--- src/rtl/mem_ctrl_pkg.sv ---
// Shared Avalon widths and the loader state encoding.
package mem_ctrl_pkg;

  localparam int unsigned AVL_DATA_W = 128;
  localparam int unsigned AVL_ADDR_W = 26;

  typedef enum logic [2:0] {
    StIdle,
    StIssue,
    StWaitRet,
    StPad,
    StDrain
  } load_state_t;

endpackage

--- src/rtl/stride_addr_gen.sv ---
// Row/beat address walker: row base is accumulated by stride, beat offset is added on top.
module stride_addr_gen
  import mem_ctrl_pkg::*;
#(
  parameter int unsigned BEATS_PER_ROW = 2
) (
  input  logic                  clk,
  input  logic                  reset,
  input  logic                  load,
  input  logic [AVL_ADDR_W-1:0] start_address,
  input  logic [9:0]            stride,
  input  logic [6:0]            eff_rows,
  input  logic                  advance,
  output logic [AVL_ADDR_W-1:0] address,
  output logic                  last
);

  localparam int unsigned BEAT_W = $clog2(BEATS_PER_ROW + 1);

  logic [AVL_ADDR_W-1:0] row_base_q;
  logic [9:0]            stride_q;
  logic [BEAT_W-1:0]     beat_q;
  logic [6:0]            row_q;
  logic                  beat_last;

  assign beat_last = (beat_q == BEAT_W'(BEATS_PER_ROW - 1));
  assign address   = row_base_q + AVL_ADDR_W'(beat_q);
  assign last      = beat_last && ((row_q + 7'd1) == eff_rows);

  // Counters restart on load and step once per accepted command, row-major.
  always_ff @(posedge clk or posedge reset) begin
    if (reset) begin
      row_base_q <= '0;
      stride_q   <= '0;
      beat_q     <= '0;
      row_q      <= '0;
    end else if (load) begin
      row_base_q <= start_address;
      stride_q   <= stride;
      beat_q     <= '0;
      row_q      <= '0;
    end else if (advance) begin
      if (beat_last) begin
        beat_q     <= '0;
        row_q      <= row_q + 7'd1;
        row_base_q <= row_base_q + AVL_ADDR_W'(stride_q);
      end else begin
        beat_q <= beat_q + BEAT_W'(1);
      end
    end
  end

endmodule

--- src/rtl/strided_block_loader.sv ---
// Fetches a strided block of rows over Avalon-MM reads into a flat word array.
module strided_block_loader
  import mem_ctrl_pkg::*;
#(
  parameter int unsigned COLS            = 8,
  parameter int unsigned MAX_ROWS        = 4,
  parameter int unsigned MAX_OUTSTANDING = 4
) (
  input  logic                             clk,
  input  logic                             reset,
  input  logic                             clear,
  input  logic                             load_ddr,
  input  logic [AVL_ADDR_W-1:0]            start_address,
  input  logic [9:0]                       stride,
  input  logic [9:0]                       rows,
  input  logic                             pad,
  output logic                             ready,
  output logic [MAX_ROWS*COLS-1:0][31:0]   block,
  input  logic                             local_init_done,
  input  logic                             avl_wait_request_n,
  input  logic                             avl_readdatavalid,
  input  logic [AVL_DATA_W-1:0]            avl_readdata,
  output logic                             avl_read,
  output logic                             avl_burstbegin,
  output logic [AVL_ADDR_W-1:0]            avl_address,
  output logic                             avl_write,
  output logic [AVL_DATA_W-1:0]            avl_writedata
);

  localparam int unsigned BPR    = COLS / 4;
  localparam int unsigned NBEATS = MAX_ROWS * BPR;
  localparam int unsigned IDX_W  = $clog2(NBEATS + 1);

  load_state_t state_q, state_d;
  logic [3:0]       out_q, out_d;
  logic [6:0]       eff_rows_q, eff_rows_d, rows_clamped;
  logic             pad_q, pad_d;
  logic [IDX_W-1:0] wr_idx_q, wr_idx_d;
  logic [NBEATS-1:0][AVL_DATA_W-1:0] block_q;

  logic accept_load, issue_ok, cmd_accept, beat_valid, beat_write;
  logic blk_zero_all, blk_pad;
  logic [AVL_ADDR_W-1:0] gen_address;
  logic gen_last;

  assign rows_clamped = (rows > 10'(MAX_ROWS)) ? 7'(MAX_ROWS) : rows[6:0];
  assign accept_load  = (state_q == StIdle) && load_ddr && local_init_done && !clear;
  assign issue_ok     = (state_q == StIssue) && !clear && (out_q < 4'(MAX_OUTSTANDING));
  assign cmd_accept   = issue_ok && avl_wait_request_n;
  // Beats with nothing outstanding (e.g. stale after reset) are dropped.
  assign beat_valid   = avl_readdatavalid && (out_q != 4'd0);
  assign beat_write   = beat_valid && !clear && ((state_q == StIssue) || (state_q == StWaitRet));

  assign ready          = (state_q == StIdle);
  assign avl_read       = issue_ok;
  assign avl_burstbegin = issue_ok;
  assign avl_address    = (state_q == StIssue) ? gen_address : '0;
  assign avl_write      = 1'b0;
  assign avl_writedata  = '0;
  assign block          = block_q;

  stride_addr_gen #(
    .BEATS_PER_ROW(BPR)
  ) u_addr_gen (
    .clk          (clk),
    .reset        (reset),
    .load         (accept_load),
    .start_address(start_address),
    .stride       (stride),
    .eff_rows     (eff_rows_q),
    .advance      (cmd_accept),
    .address      (gen_address),
    .last         (gen_last)
  );

  // Outstanding count, load latches, FSM next state and block write controls.
  always_comb begin
    state_d      = state_q;
    eff_rows_d   = eff_rows_q;
    pad_d        = pad_q;
    wr_idx_d     = wr_idx_q;
    blk_zero_all = 1'b0;
    blk_pad      = 1'b0;

    unique case ({cmd_accept, beat_valid})
      2'b10:   out_d = out_q + 4'd1;
      2'b01:   out_d = out_q - 4'd1;
      default: out_d = out_q;
    endcase

    if (beat_write) wr_idx_d = wr_idx_q + IDX_W'(1);

    case (state_q)
      StIdle: begin
        if (clear) begin
          blk_zero_all = 1'b1;
        end else if (accept_load) begin
          eff_rows_d = rows_clamped;
          pad_d      = pad;
          wr_idx_d   = '0;
          if (rows_clamped == 7'd0) state_d = pad ? StPad : StIdle;
          else                      state_d = StIssue;
        end
      end
      StIssue: begin
        if (clear)                      state_d = (out_d != 4'd0) ? StDrain : StIdle;
        else if (cmd_accept && gen_last) state_d = StWaitRet;
      end
      StWaitRet: begin
        if (clear) begin
          state_d = (out_d != 4'd0) ? StDrain : StIdle;
        end else if (beat_valid && (out_q == 4'd1)) begin
          state_d = (pad_q && (eff_rows_q < 7'(MAX_ROWS))) ? StPad : StIdle;
        end
      end
      StPad: begin
        if (clear) begin
          state_d = (out_d != 4'd0) ? StDrain : StIdle;
        end else begin
          blk_pad = 1'b1;
          state_d = StIdle;
        end
      end
      StDrain: begin
        if (out_d == 4'd0) state_d = StIdle;
      end
      default: state_d = StIdle;
    endcase
  end

  // Control state register.
  always_ff @(posedge clk or posedge reset) begin
    if (reset) begin
      state_q    <= StIdle;
      out_q      <= '0;
      eff_rows_q <= '0;
      pad_q      <= 1'b0;
      wr_idx_q   <= '0;
    end else begin
      state_q    <= state_d;
      out_q      <= out_d;
      eff_rows_q <= eff_rows_d;
      pad_q      <= pad_d;
      wr_idx_q   <= wr_idx_d;
    end
  end

  // Block storage: one 4-word slot per beat; padding clears whole rows past eff_rows.
  always_ff @(posedge clk or posedge reset) begin
    if (reset) begin
      block_q <= '0;
    end else begin
      for (int unsigned k = 0; k < NBEATS; k++) begin
        if (blk_zero_all) begin
          block_q[k] <= '0;
        end else if (beat_write && (wr_idx_q == IDX_W'(k))) begin
          block_q[k] <= avl_readdata;
        end else if (blk_pad && ((k / BPR) >= 32'(eff_rows_q))) begin
          block_q[k] <= '0;
        end
      end
    end
  end

endmodule

--- config.mk ---
export PLATFORM = sky130hd
export DESIGN_NAME = strided_block_loader
export DESIGN_NICKNAME = d
export VERILOG_FILES = /design/src/rtl/mem_ctrl_pkg.sv /design/src/rtl/stride_addr_gen.sv /design/src/rtl/strided_block_loader.sv
export SDC_FILE = /design/constraint.sdc
export NUM_CORES = 2
export LEC_CHECK = 0
export CAP_MARGIN = 20
export CORE_AREA = 2 2 535 537
export CTS_BUF_LIST = sky130_fd_sc_hd__clkbuf_8
export DETAILED_ROUTE_END_ITERATION = 8
export DIE_AREA = 0 0 537 539
export GPL_TIMING_DRIVEN = 0
export SLEW_MARGIN = 20
export SYNTH_ARGS = -nofsm -noshare
export SYNTH_HDL_FRONTEND = slang
export SYNTH_SLANG_ARGS = --single-unit
--- constraint.sdc ---
create_clock -name clk -period 46 [get_ports clk]
set_input_delay 11.5 -clock clk [delete_from_list [all_inputs] [get_ports clk]]
set_output_delay 11.5 -clock clk [all_outputs]
set_load 0.02 [all_outputs]
Fig. 1: routed clock nets over the placement
Scale: 1 px per micron.
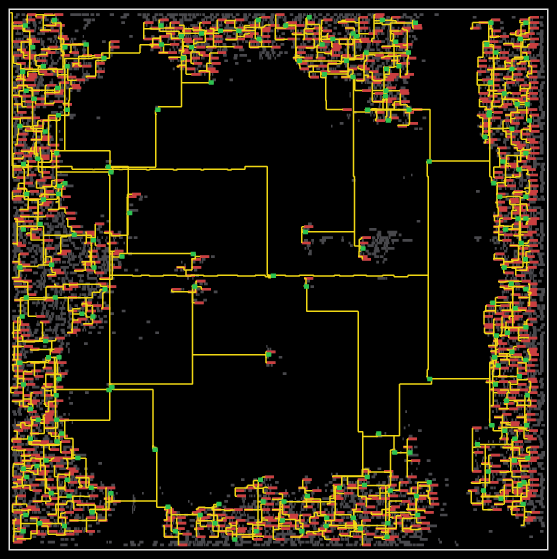
red -> flip-flops  # count 1088
yellow -> clock wires  # length 18500 microns
green -> clock drivers  # count 200
flops lie = widely spread
routed clock nets = 201
Clk network pwr share: 33.8%
P_clk: 951 uW
clock skew: 0.0542 ns
worst skew pair latency: 0.98 ns

Fig. 2: signal wires on met4
Scale: 1 px per micron. Cells faint in the background.
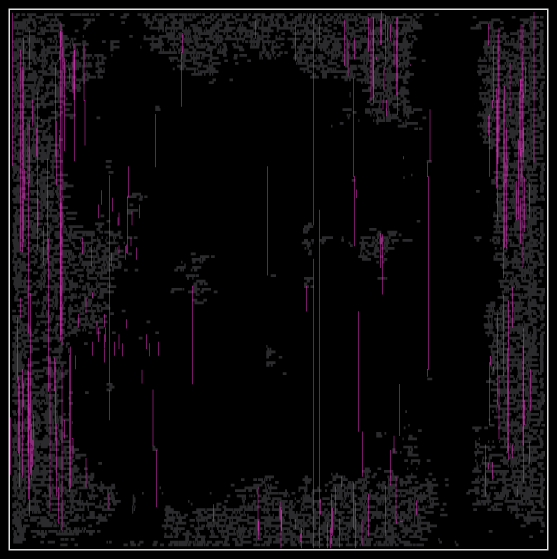
main direction = vertical
longest straight run = 338 microns
Post-Route WL: 280000 microns
via count of the routed design: 41100

==> results.txt <==
Status - finished clean
Worst r2r path cells - 10
Setup TNS - 0 ns
Post-synthesis async set-or-reset flop share - 100%
Kind of cell adding the most delay to the critical path - buffers and inverters
Fin. Hold Viols - 0
Critical path, cell by cell - clkdlybuf4s50_1 -> nor2_2 -> nand3b_1 -> nor3_1 -> buf_4 -> clkdlybuf4s50_1
RSZ-0062 raised after global routing - no
Crit path buf inv count - 3
Worst Path Required - 34.50 ns
Num CTS Buffers - 200
PwrDens - 43.0 mW/mm^2
Cts repair resizes - 0
Final #Nets - 6234
Clock root cell - clkbuf_8
Most instantiated logic cell after routing - nand2_1
Leakage power - 27.5 nW
Die area - 0.289 sq mm
Dpl hpwl - 222000 microns
Post-route ant nets - 0
Distinct cells, synth - 72
Critical path capture point type - output port
Reg2reg end - block[796]$_DFFE_PP0P_
CTS Buffer Depth - 4
Die Wd - 537 microns
Worst reg2reg startpoint - out_q[0]$_DFF_PP0_
WP data arrival - 13.68 ns
Peak VDD IR - 0.0272 mV
Critical-path top delay cell - clkdlybuf4s50_1
CP max stage delay - 0.59 ns
Setup slack, reg-to-reg - 41.79 ns
Worst-Margin Slew - 1.24 ns
Comb area - 0.0140 sq mm
Synth-to-layout area growth - 51.2%
Vias in the first global route - 39400
CP max FO - 5
First-pass GRT wire length - 364000 microns
Min-delay worst type - reg2reg
H-tree levels - 4
Setup Buffers After CTS - 0
Drt pass-1 iters - 8
WHS - 0.475 ns
Post-route DRC - 0
Maximum number of pins on one net before global-route repair - 102
Mapped cell area - 0.0432 sq mm
Core ar. - 0.284 sq mm
Wire per inst - 28.1 microns
Mapped Cells - 4442
Slew headroom - 17.1%
Sink Count - 1088
Final period util - 54.7%
Clock-pin slew on the worst setup and hold paths - 0.05 ns
OpenROAD warnings - 38
Synth warn - 0
Antenna violations before repair - 102
Post-synth EDFFs - 0
Most instantiated logic cells after routing - nand2_1, clkdlybuf4s50_1, dfrtp_1
Routed vias/inst - 4.13
Dominant synthesized flop cell - dfrtp_1
Grt total ovfl - 0
Worst path most repeated cell - clkdlybuf4s50_1
Worst Hold End - block[442]$_DFFE_PP0P_
Crit path kind - in2out
Maxcap violations - 0
Final RePlAce weighted congestion - 0.881
Avg Inst Size Synth - 9.73 sq um
Flops out of synthesis - 1088
Fmax - 0.0397 GHz
Min-delay src - block[442]$_DFFE_PP0P_
Die H - 539 microns
Seq share, synth - 63.0%
Minimum clock period - 25.18 ns
Critical Path Start - clear
Fig. 3: routing congestion map
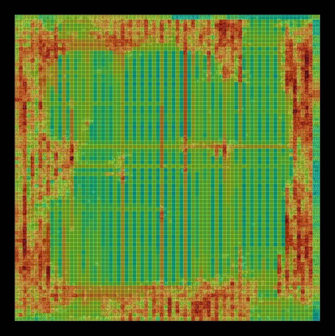
met1 track demand over resource: 23.0%
most used routing layer: met2

## synth_stat cells (4+ instances only)
| cell | number |
|---|---|
| a211oi_1 | 4 |
| a21o_1 | 7 |
| a21oi_1 | 293 |
| a31oi_1 | 4 |
| and2_1 | 9 |
| and3_1 | 11 |
| buf_1 | 34 |
| buf_2 | 99 |
| buf_4 | 133 |
| buf_6 | 13 |
| clkbuf_1 | 168 |
| dfrtp_1 | 1088 |
| ha_1 | 22 |
| inv_1 | 16 |
| nand2_1 | 1236 |
| nand3_1 | 275 |
| nand4_1 | 5 |
| nor2_1 | 67 |
| nor3_1 | 13 |
| nor4_1 | 6 |
| o211ai_1 | 4 |
| o21ai_0 | 243 |
| o21ai_1 | 565 |
| o22ai_1 | 4 |
| or2_2 | 5 |
| or3_1 | 13 |
| xnor2_1 | 30 |
| xor2_1 | 13 |
## logic make-up (layout without fill, tap and decap cells)
| logic type | after synthesis | in the layout | share of synthesized area, % |
|---|---|---|---|
| xor gates and xnor gates | 44 | 44 | 0.909 |
| adders and majority gates | 24 | 24 | 0.729 |
| other | 1 | 171 | 0.00867 |
| DFF | 1088 | 1088 | 63.0 |
| and+or+nand+nor | 1665 | 1665 | 15.9 |
| muxes | 4 | 4 | 0.0984 |
| buffers and inverters | 463 | 2053 | 5.69 |
| AOI/OAI and AO/OA | 1153 | 1153 | 13.7 |
## per-layer routing
metal	wire length (microns)	global-route usage, %
met1	113000	23.0
met2	125000	28.9
met3	29100	6.53
met4	12600	8.61
met5	40	0
## state kept, by name (all words and copies together) (netlist names)
| register | count |
|---|---|
| u_addr_gen.beat_q | 2 |
| wr_idx_q | 4 |
| u_addr_gen.row_base_q | 26 |
| eff_rows_q | 7 |
| pad_q | 1 |
| u_addr_gen.row_q | 7 |
| out_q | 4 |
| state_q | 3 |
| block | 1024 |
| u_addr_gen.stride_q | 10 |
## power by group
part           leakage, nW  switching, mW  total (mW)  internal [mW]
Sequential            15.1         0.0542        1.07           1.02
Clock                 2.21          0.452       0.951          0.498
Combinational         10.2          0.572       0.791          0.219
## through the flow
stage | instance area [sq um] | cells | util (%) | setup WS, ns
detailed placement | 61400 | 9588 | 21.6 | 20.88
finish | 65400 | 9964 | 23.0 | 20.82
global placement | 60800 | 9566 | 21.4 | -11.46
CTS | 65300 | 9922 | 23.0 | 20.86
global route | 65300 | 9937 | 23.0 | 20.73
floorplan | 43700 | 4570 | - | 3.87
## final cells by class
class                      instances  area share [%]
antenna                           42           0.161
buffer                           447            3.76
clock buffer                     236            4.97
clock inverter                    98           0.997
inverter                          16           0.103
multi-input combinational       3019            21.5
sequential                      1088            41.6
tap                             3762            7.20
timing repair buffer            1256            19.7
## tightest hold or removal path, delay by kind of cell, from the launching register on
family / cells / cell delay [ns]
flops: 1 / 0.34
compound gates: 1 / 0.06
simple gates: 1 / 0.04
## worst max path at each step
stage                                   endpoint  cells after the start  slack, ns
final                                   avl_read                      6      20.82
after global routing                    avl_read                      6      20.73
after CTS                               avl_read                      6      20.86
after detailed placement                avl_read                      6      20.88
after global placement    block[428]$_DFFE_PP0P_                      2     -11.46
after floorplan             block[0]$_DFFE_PP0P_                      1       3.87
Power figures rest on the tool's default switching activity, not on a simulated workload.
